Fig. 1: run 1, cells coloured by class
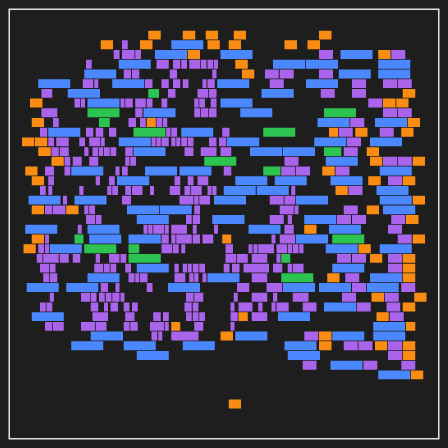
Fig. 2: run 1, cells by drive strength
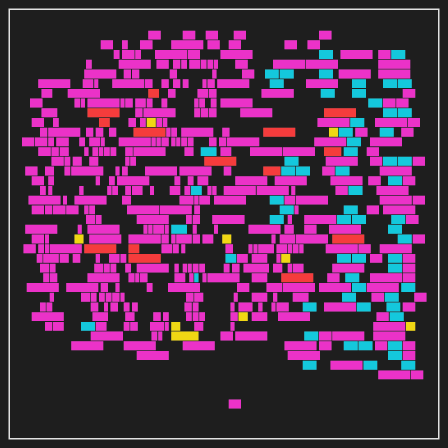
Fig. 3: run 1, sequential cells coloured by netlist name
Other sequential cells in the stronger grey, the rest of the logic in the fainter grey.
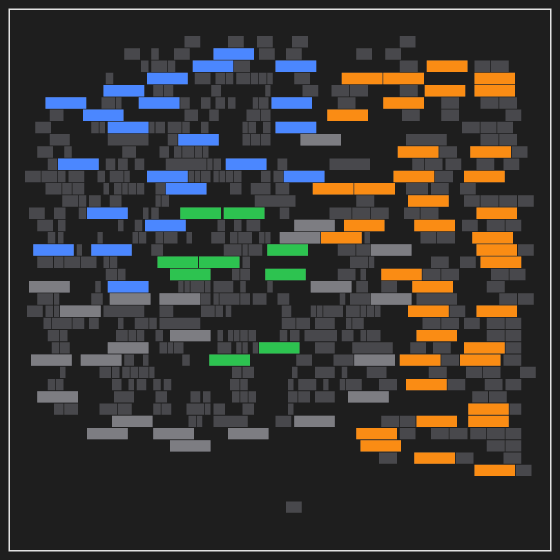
Fig. 4: run 1, routing congestion
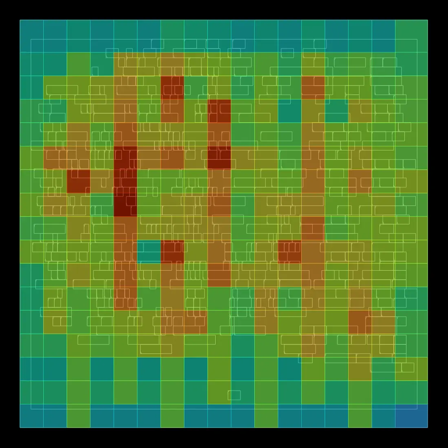
--- src/rtl/ofm_stream_reader_pkg.sv ---
// Shared accelerator definitions for the OFM readout path:
// default geometry, readout FSM encoding and a counter-sizing helper.
package ofm_stream_reader_pkg;

    localparam int unsigned OFM_DATA_WIDTH = 8;
    localparam int unsigned OFM_SIZE_DEF   = 416;
    localparam int unsigned OFM_NO_FILTER  = 16;
    localparam int unsigned OFM_ADDR_WIDTH = 22;
    localparam int unsigned OFM_BUF_DEPTH  = 2;

    typedef enum logic [1:0] {
        IDLE   = 2'd0,
        READ   = 2'd1,
        DRAIN  = 2'd2,
        FINISH = 2'd3
    } ofm_state_t;

    // Width of a counter holding 0..n-1, never narrower than one bit.
    function automatic int unsigned cnt_width(input int unsigned n);
        return (n > 1) ? $clog2(n) : 1;
    endfunction

endpackage

--- src/rtl/ofm_stream_reader_skid_fifo.sv ---
// Two-entry output buffer for the OFM stream; the entry carries the word and its
// last flags. The head is held until popped, so the output is stable during stalls.
module ofm_skid_fifo #(
    parameter int unsigned WIDTH = 19
) (
    input  logic             clk,
    input  logic             rst_n,
    input  logic             push,
    input  logic [WIDTH-1:0] push_data,
    input  logic             pop,
    output logic [WIDTH-1:0] pop_data,
    output logic             valid,
    output logic [1:0]       level
);

    logic [WIDTH-1:0] slot [2];
    logic             wr_ptr;
    logic             rd_ptr;
    logic [1:0]       count;
    logic             push_ok;
    logic             pop_ok;

    assign pop_ok  = pop && (count != 2'd0);
    assign push_ok = push && ((count != 2'd2) || pop_ok);

    always_ff @(posedge clk or negedge rst_n) begin
        if (!rst_n) begin
            for (int unsigned i = 0; i < 2; i++) begin
                slot[i] <= '0;
            end
            wr_ptr <= 1'b0;
            rd_ptr <= 1'b0;
            count  <= '0;
        end else begin
            if (push_ok) begin
                slot[wr_ptr] <= push_data;
                wr_ptr       <= ~wr_ptr;
            end
            if (pop_ok) begin
                rd_ptr <= ~rd_ptr;
            end
            count <= count + {1'b0, push_ok} - {1'b0, pop_ok};
        end
    end

    assign pop_data = slot[rd_ptr];
    assign valid    = (count != 2'd0);
    assign level    = count;

endmodule

--- src/rtl/ofm_stream_reader.sv ---
// Streams a whole OFM (channel-major, row, column) out of the OFM DPRAM.
// Optional macro OFM_READER_RELU_EN clamps negative words to zero on the way in.
module ofm_stream_reader
    import ofm_stream_reader_pkg::*;
#(
    parameter int unsigned DATA_WIDTH = OFM_DATA_WIDTH,
    parameter int unsigned OFM_SIZE   = OFM_SIZE_DEF,
    parameter int unsigned NO_FILTER  = OFM_NO_FILTER,
    parameter int unsigned ADDR_WIDTH = OFM_ADDR_WIDTH
) (
    input  logic                    clk,
    input  logic                    rst_n,
    input  logic                    start,
    output logic                    busy,
    output logic                    done,
    output logic                    mem_rd_en,
    output logic [ADDR_WIDTH-1:0]   mem_rd_addr,
    input  logic [DATA_WIDTH*2-1:0] mem_rd_data,
    output logic                    m_valid,
    input  logic                    m_ready,
    output logic [DATA_WIDTH*2-1:0] m_data,
    output logic                    m_last_col,
    output logic                    m_last_row,
    output logic                    m_last
);

    localparam int unsigned WORD_W = DATA_WIDTH * 2;
    localparam int unsigned POS_W  = cnt_width(OFM_SIZE);
    localparam int unsigned CH_W   = cnt_width(NO_FILTER);
    localparam logic [POS_W-1:0] POS_LAST = POS_W'(OFM_SIZE - 1);
    localparam logic [CH_W-1:0]  CH_LAST  = CH_W'(NO_FILTER - 1);

    ofm_state_t state, state_nxt;

    logic [POS_W-1:0]      col;
    logic [POS_W-1:0]      row;
    logic [CH_W-1:0]       ch;
    logic [ADDR_WIDTH-1:0] addr;

    logic                  issue;
    logic                  room;
    logic                  pop;
    logic                  issue_col_end;
    logic                  issue_row_end;
    logic                  issue_last;
    logic                  rd_pend;
    logic [2:0]            rd_flags;
    logic [1:0]            fifo_level;
    logic [WORD_W-1:0]     wr_word;
    logic [WORD_W+2:0]     head;

    assign pop           = m_valid && m_ready;
    assign issue_col_end = (col == POS_LAST);
    assign issue_row_end = issue_col_end && (row == POS_LAST);
    assign issue_last    = issue_row_end && (ch == CH_LAST);

    // Slots still free after this cycle's pop, counting the read already in flight.
    assign room = ({1'b0, fifo_level} + {2'b00, rd_pend} - {2'b00, pop}) < 3'(OFM_BUF_DEPTH);

    always_ff @(posedge clk or negedge rst_n) begin
        if (!rst_n) begin
            state <= IDLE;
        end else begin
            state <= state_nxt;
        end
    end

    always_comb begin
        state_nxt = state;
        issue     = 1'b0;
        done      = 1'b0;
        busy      = (state != IDLE);
        unique case (state)
            IDLE: begin
                if (start) begin
                    state_nxt = READ;
                end
            end
            READ: begin
                if (room) begin
                    issue = 1'b1;
                    if (issue_last) begin
                        state_nxt = DRAIN;
                    end
                end
            end
            DRAIN: begin
                if (pop && m_last) begin
                    state_nxt = FINISH;
                end
            end
            FINISH: begin
                done      = 1'b1;
                state_nxt = IDLE;
            end
            default: state_nxt = IDLE;
        endcase
    end

    // Linear address runs beside the nested counters, so no multiply is needed.
    always_ff @(posedge clk or negedge rst_n) begin
        if (!rst_n) begin
            col  <= '0;
            row  <= '0;
            ch   <= '0;
            addr <= '0;
        end else if ((state == IDLE) && start) begin
            col  <= '0;
            row  <= '0;
            ch   <= '0;
            addr <= '0;
        end else if (issue) begin
            addr <= issue_last ? '0 : addr + ADDR_WIDTH'(1);
            if (issue_col_end) begin
                col <= '0;
                if (issue_row_end) begin
                    row <= '0;
                    ch  <= (ch == CH_LAST) ? '0 : ch + CH_W'(1);
                end else begin
                    row <= row + POS_W'(1);
                end
            end else begin
                col <= col + POS_W'(1);
            end
        end
    end

    always_ff @(posedge clk or negedge rst_n) begin
        if (!rst_n) begin
            rd_pend  <= 1'b0;
            rd_flags <= '0;
        end else begin
            rd_pend  <= issue;
            rd_flags <= {issue_last, issue_row_end, issue_col_end};
        end
    end

    assign mem_rd_en   = issue;
    assign mem_rd_addr = addr;

`ifdef OFM_READER_RELU_EN
    assign wr_word = mem_rd_data[WORD_W-1] ? '0 : mem_rd_data;
`else
    assign wr_word = mem_rd_data;
`endif

    ofm_skid_fifo #(
        .WIDTH(WORD_W + 3)
    ) u_skid_fifo (
        .clk      (clk),
        .rst_n    (rst_n),
        .push     (rd_pend),
        .push_data({rd_flags, wr_word}),
        .pop      (pop),
        .pop_data (head),
        .valid    (m_valid),
        .level    (fifo_level)
    );

    assign {m_last, m_last_row, m_last_col, m_data} = head;

endmodule

--- config.mk ---
export PLATFORM = sky130hd
export DESIGN_NAME = ofm_stream_reader
export DESIGN_NICKNAME = d
export VERILOG_FILES = /design/src/rtl/ofm_stream_reader_pkg.sv /design/src/rtl/ofm_stream_reader_skid_fifo.sv /design/src/rtl/ofm_stream_reader.sv
export SDC_FILE = /design/constraint.sdc
export NUM_CORES = 1
export LEC_CHECK = 0
export CORE_MARGIN = 3
export CORE_UTILIZATION = 35
export CTS_CLUSTER_DIAMETER = 150
export DETAILED_ROUTE_END_ITERATION = 12
export HOLD_SLACK_MARGIN = 0.1
export SLEW_MARGIN = 15
export SYNTH_ARGS = -nofsm -noshare
export SYNTH_HDL_FRONTEND = slang
export SYNTH_SLANG_ARGS = --single-unit
--- constraint.sdc ---
create_clock -name clk -period 8.6 [get_ports clk]
set_clock_uncertainty 0.2 [all_clocks]
set_input_delay 0.86 -clock clk [delete_from_list [all_inputs] [get_ports clk]]
set_output_delay 0.86 -clock clk [all_outputs]
set_load 0.02 [all_outputs]
==> results.txt, run 1 <==
State of the implementation.

- The cell-internal power is 1119 uW, for reference.
- According to the tapcell log, the count of inserted taps is 168.
- The number of sequential cells is 92, for reference.
- The commonest register cell after synthesis is sky130_fd_sc_hd__dfrtp_1, for reference.
- The number of clock sinks came to 92.
- The leading power group is combinational cells, for reference.
- The worst relative slew slack is 31.69%, for reference.
- The fmax is 0.1996 GHz, for reference.
- The residual overflow from global routing is 0, for reference.
- Summed over all nets, the half-perimeter wirelength after detailed placement is 7030 um.
- The count of flip-flops with a built-in enable after synthesis is 0, for reference.
- The count of TritonRoute iterations in the first routing pass is 4, for reference.
- The total wire length is 10370 um, for reference.
- The sum of buffers and inverters on the critical path is 5, for reference.
- In the hold timing report, the worst path depth is 1.
- The routed layout has 3390 vias.
- The number of design rule violations left after detail routing is 0, for reference.
- Per the run report, area growth between synthesis and finish was 24.68%.
- The first routing iteration left 203 violations.
- The relative contribution of combinational cells to total power is 42.5%, for reference.
- The mean post-synth cell area is 11.00 um^2, for reference.
- The worst hold path belongs to the class reg -> reg.
- The tree is rooted in a sky130_fd_sc_hd__clkbuf_16.
- The beginning of the worst register-to-register path is u_skid_fifo.level[1], for reference.
- The yosys cell count is 413, for reference.
- TritonCTS built the clock tree.
- The final net count is 511, for reference.
- The clock tree cell share of total cell area is 5.192%, for reference.
- The largest voltage drop on the vdd net is 152.5 uV, for reference.
- The chip width is 119.9 um, for reference.
- In the global route stage, met1 resource usage came out at 20.48%.
- After detailed placement, the design holds a cell count of 635.
- The register share after synthesis is 50.69%, for reference.
- The number of logic stages on the critical path including buffering is 11, for reference.
- The library cell appearing most often on the critical path is sky130_fd_sc_hd__inv_1, for reference.
- The worst setup margin is 3.590 ns, for reference.
- The number of multi-input logic gates is 290, for reference.
- In this run, power in combinational logic comes to 761 uW.
- The capturing element type of the critical path is a primary output, for reference.
- In this run, the synthesized area fraction spent on adder and majority cells is recorded as 3.747%.
- The number of hold violations in the final report is 0, for reference.
- The run finished with clean final reports.
- The post-synthesis instance area is 4542 um^2, for reference.
- The count of max-cap constraint violations is 0, for reference.
- The non-clock inverters instantiated in the layout total 16.
- The number of distinct library cells after synthesis is 50, for reference.
- The clock transition at the register clock pins on the worst setup and hold paths after CTS is 0.06 ns, for reference.
- Dividing the detail-routed wire length by the instance count gives 15.92 um.
- The logic area is 2121 um^2, for reference.
- Per the layout report, the design carries 11 clock buffers.
- In this run, synthesis produced a sequential element count of 92.
Back to the opening pictures, Fig. 1:
[other buffers and delay cells] orange | cells: 69
[clock drivers and dummy loads] green | cells: 16
[combinational and other logic] purple | cells: 306
[flops] blue | cells: 92
register share of the cell area: 40.65%
Non-Filler Cell Area, Final: 5663 um^2
core utilization of the finished layout: 45.81%
row count: 40

Back to the opening pictures, Fig. 2:
[_0 and _1 cells] magenta | cells: 397
[_6 and larger] red | cells: 14
[_3 and _4 cells] yellow | cells: 9
[_2 cells] cyan | cells: 63

Back to the opening pictures, Fig. 3:
[col] green | sequential cells: 9 | where: centre
[mem_rd_addr] blue | sequential cells: 22
[u_skid_fifo.slot] orange | sequential cells: 38 | where: a vertical strip on the right
sequential power: 642 uW
Sequential Area: 2302 um^2

Back to the opening pictures, Fig. 4:
gr usage total: 15.39%
Most Crowded Layer GR: met2
global routing met2 resource utilization: 24.62%
grt met3 use: 4.006%

==> inputs of run 2 (changes only) <==
==> constraint.sdc (replaced) <==
create_clock -name clk -period 4.5 [get_ports clk]
set_clock_uncertainty 0.2 [all_clocks]
set_input_delay 0.45 -clock clk [delete_from_list [all_inputs] [get_ports clk]]
set_output_delay 0.45 -clock clk [all_outputs]
set_load 0.02 [all_outputs]
==> results.txt, run 2 <==
State of the implementation.

- The non-clock inverter total of the final layout is 16 (unchanged), for reference.
- The number of sequential cells was 92 (unchanged).
- The worst setup margin is 0.7100 ns (was 3.590 ns), for reference.
- The commonest register cell after synthesis is sky130_fd_sc_hd__dfrtp_1 (unchanged), for reference.
- The pre-CTS worst setup slack is 0.6444 ns (was 3.622 ns), for reference.
- The chip width came to 119.9 um (unchanged).
- The fmax is 0.2639 GHz, for reference.
- The number of cells after detailed placement was 639 (was 635).
- The yosys cell count is 413 (unchanged), for reference.
- The tap cell count is 168 (unchanged), for reference.
- The number of logic stages on the critical path including buffering is 10 (was 11), for reference.
- The area added between synthesis and finish is 26.36% (was 24.68%), for reference.
- The number of flip-flops and latches in the synthesized netlist is 92 (unchanged), for reference.
- The total wire length is 10150 um (was 10370 um), for reference.
- The final net count is 516 (was 511), for reference.
- The library cell appearing most often on the critical path is sky130_fd_sc_hd__inv_1 (unchanged), for reference.
- The largest voltage drop on the vdd net came to 580.2 uV (was 152.5 uV).
- The count of max-cap constraint violations is 0 (unchanged).
- The total combinational power is 1520 uW (was 761 uW), for reference.
- The sum of buffers and inverters on the critical path is 4 (was 5), for reference.
- The mean routed wirelength per cell came to 15.47 um (was 15.92 um).
- The largest stage delay on the critical path is 0.61 ns (was 0.68 ns), for reference.
- The most crowded layer after global routing is met2 (unchanged), for reference.
- Run status: finished clean (unchanged).
- The relative contribution of combinational cells to total power was 42.6% (was 42.5%).
- The total clock sinks came to 92 (unchanged).
- The sequential standard cell area is 2302 um^2 (unchanged).
- The cell-internal power is 2265 uW (was 1119 uW), for reference.
- The number of design rule violations left after detail routing is 0 (unchanged), for reference.
- The starting DRC count in detailed routing is 242 (was 203).
- The half-perimeter wire length of the detailed placement result is 7010 um (was 7030 um).
- The number of hold violations in the final report was 0 (unchanged).
- The residual overflow from global routing is 0 (unchanged).
- The leading power group was combinational cells (unchanged).
- The placement row count came to 40 (unchanged).
- The register with the most flip-flops was u_skid_fifo.slot (unchanged).
- The clock transition at the register clock pins on the worst setup and hold paths after CTS is 0.07 ns (was 0.06 ns), for reference.
- The cell family contributing the most delay on the critical path is buffers and inverters (unchanged).
- The tally of clock buffers in the finished layout came to 9 (was 11).
- The register share after synthesis is 50.69% (unchanged), for reference.
- The number of vias in the routed layout came to 3387 (was 3390).
- The count of TritonRoute iterations in the first routing pass is 4 (unchanged).
- The clock tree cell share of total cell area is 5.755% (was 5.192%), for reference.
- The count of flip-flops with a built-in enable after synthesis is 0 (unchanged), for reference.
- The worst min-delay path category is reg -> reg (unchanged), for reference.
- The number of multi-input logic gates is 290 (unchanged), for reference.
- The total sequential power was 1220 uW (was 642 uW).
- The relative contribution of the clock network to total power came to 23.2% (was 21.6%).
- The worst relative slew slack is 34.21% (was 31.69%), for reference.
- The capturing element type of the critical path is a primary output (unchanged), for reference.
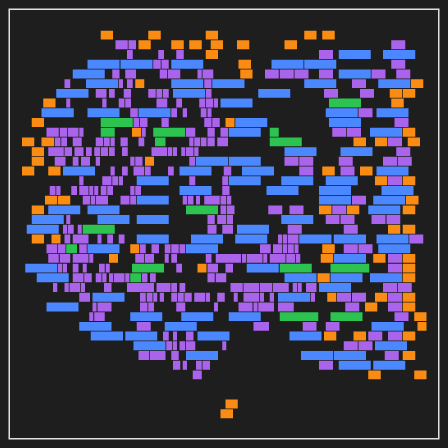
Fig. 5. Cells coloured by class (run 2).
register share of the cell area: 40.11%
core utilization of the finished layout: 46.43%
Non-Filler Cell Area, Final: 5739 um^2
area of the core region: 12360 um^2

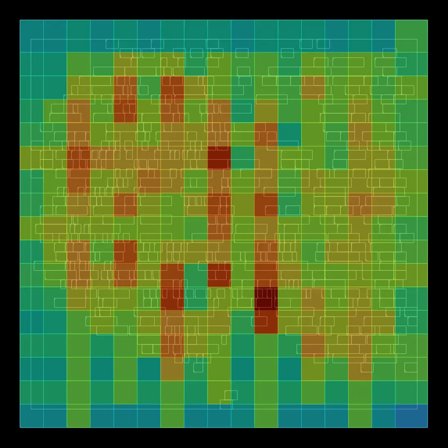
Fig. 6. Routing congestion (run 2).
global routing met2 resource utilization: 23.92%
grt met3 use: 4.147%
met1 track demand over resource in global routing: 19.51%
gr usage total: 14.90%

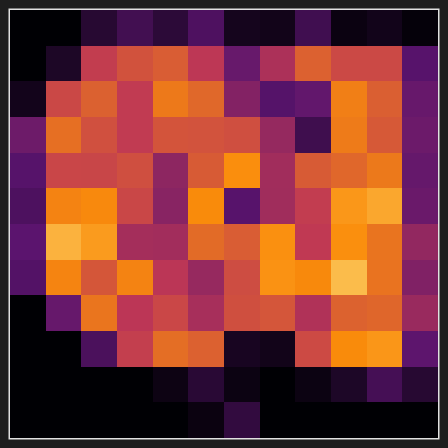
Fig. 7. Cell area per tile (run 2).
12 x 12 tiles, from black (low) to pale yellow (high), 0 to 100% covered.
tiles over 75% full: 6.9%
emptiest ninth of the die: south-west
densest ninth of the die: east
fullest tile: 85%
nearly empty tiles: 15%

Power figures rest on the tool's default switching activity, not on a simulated workload.
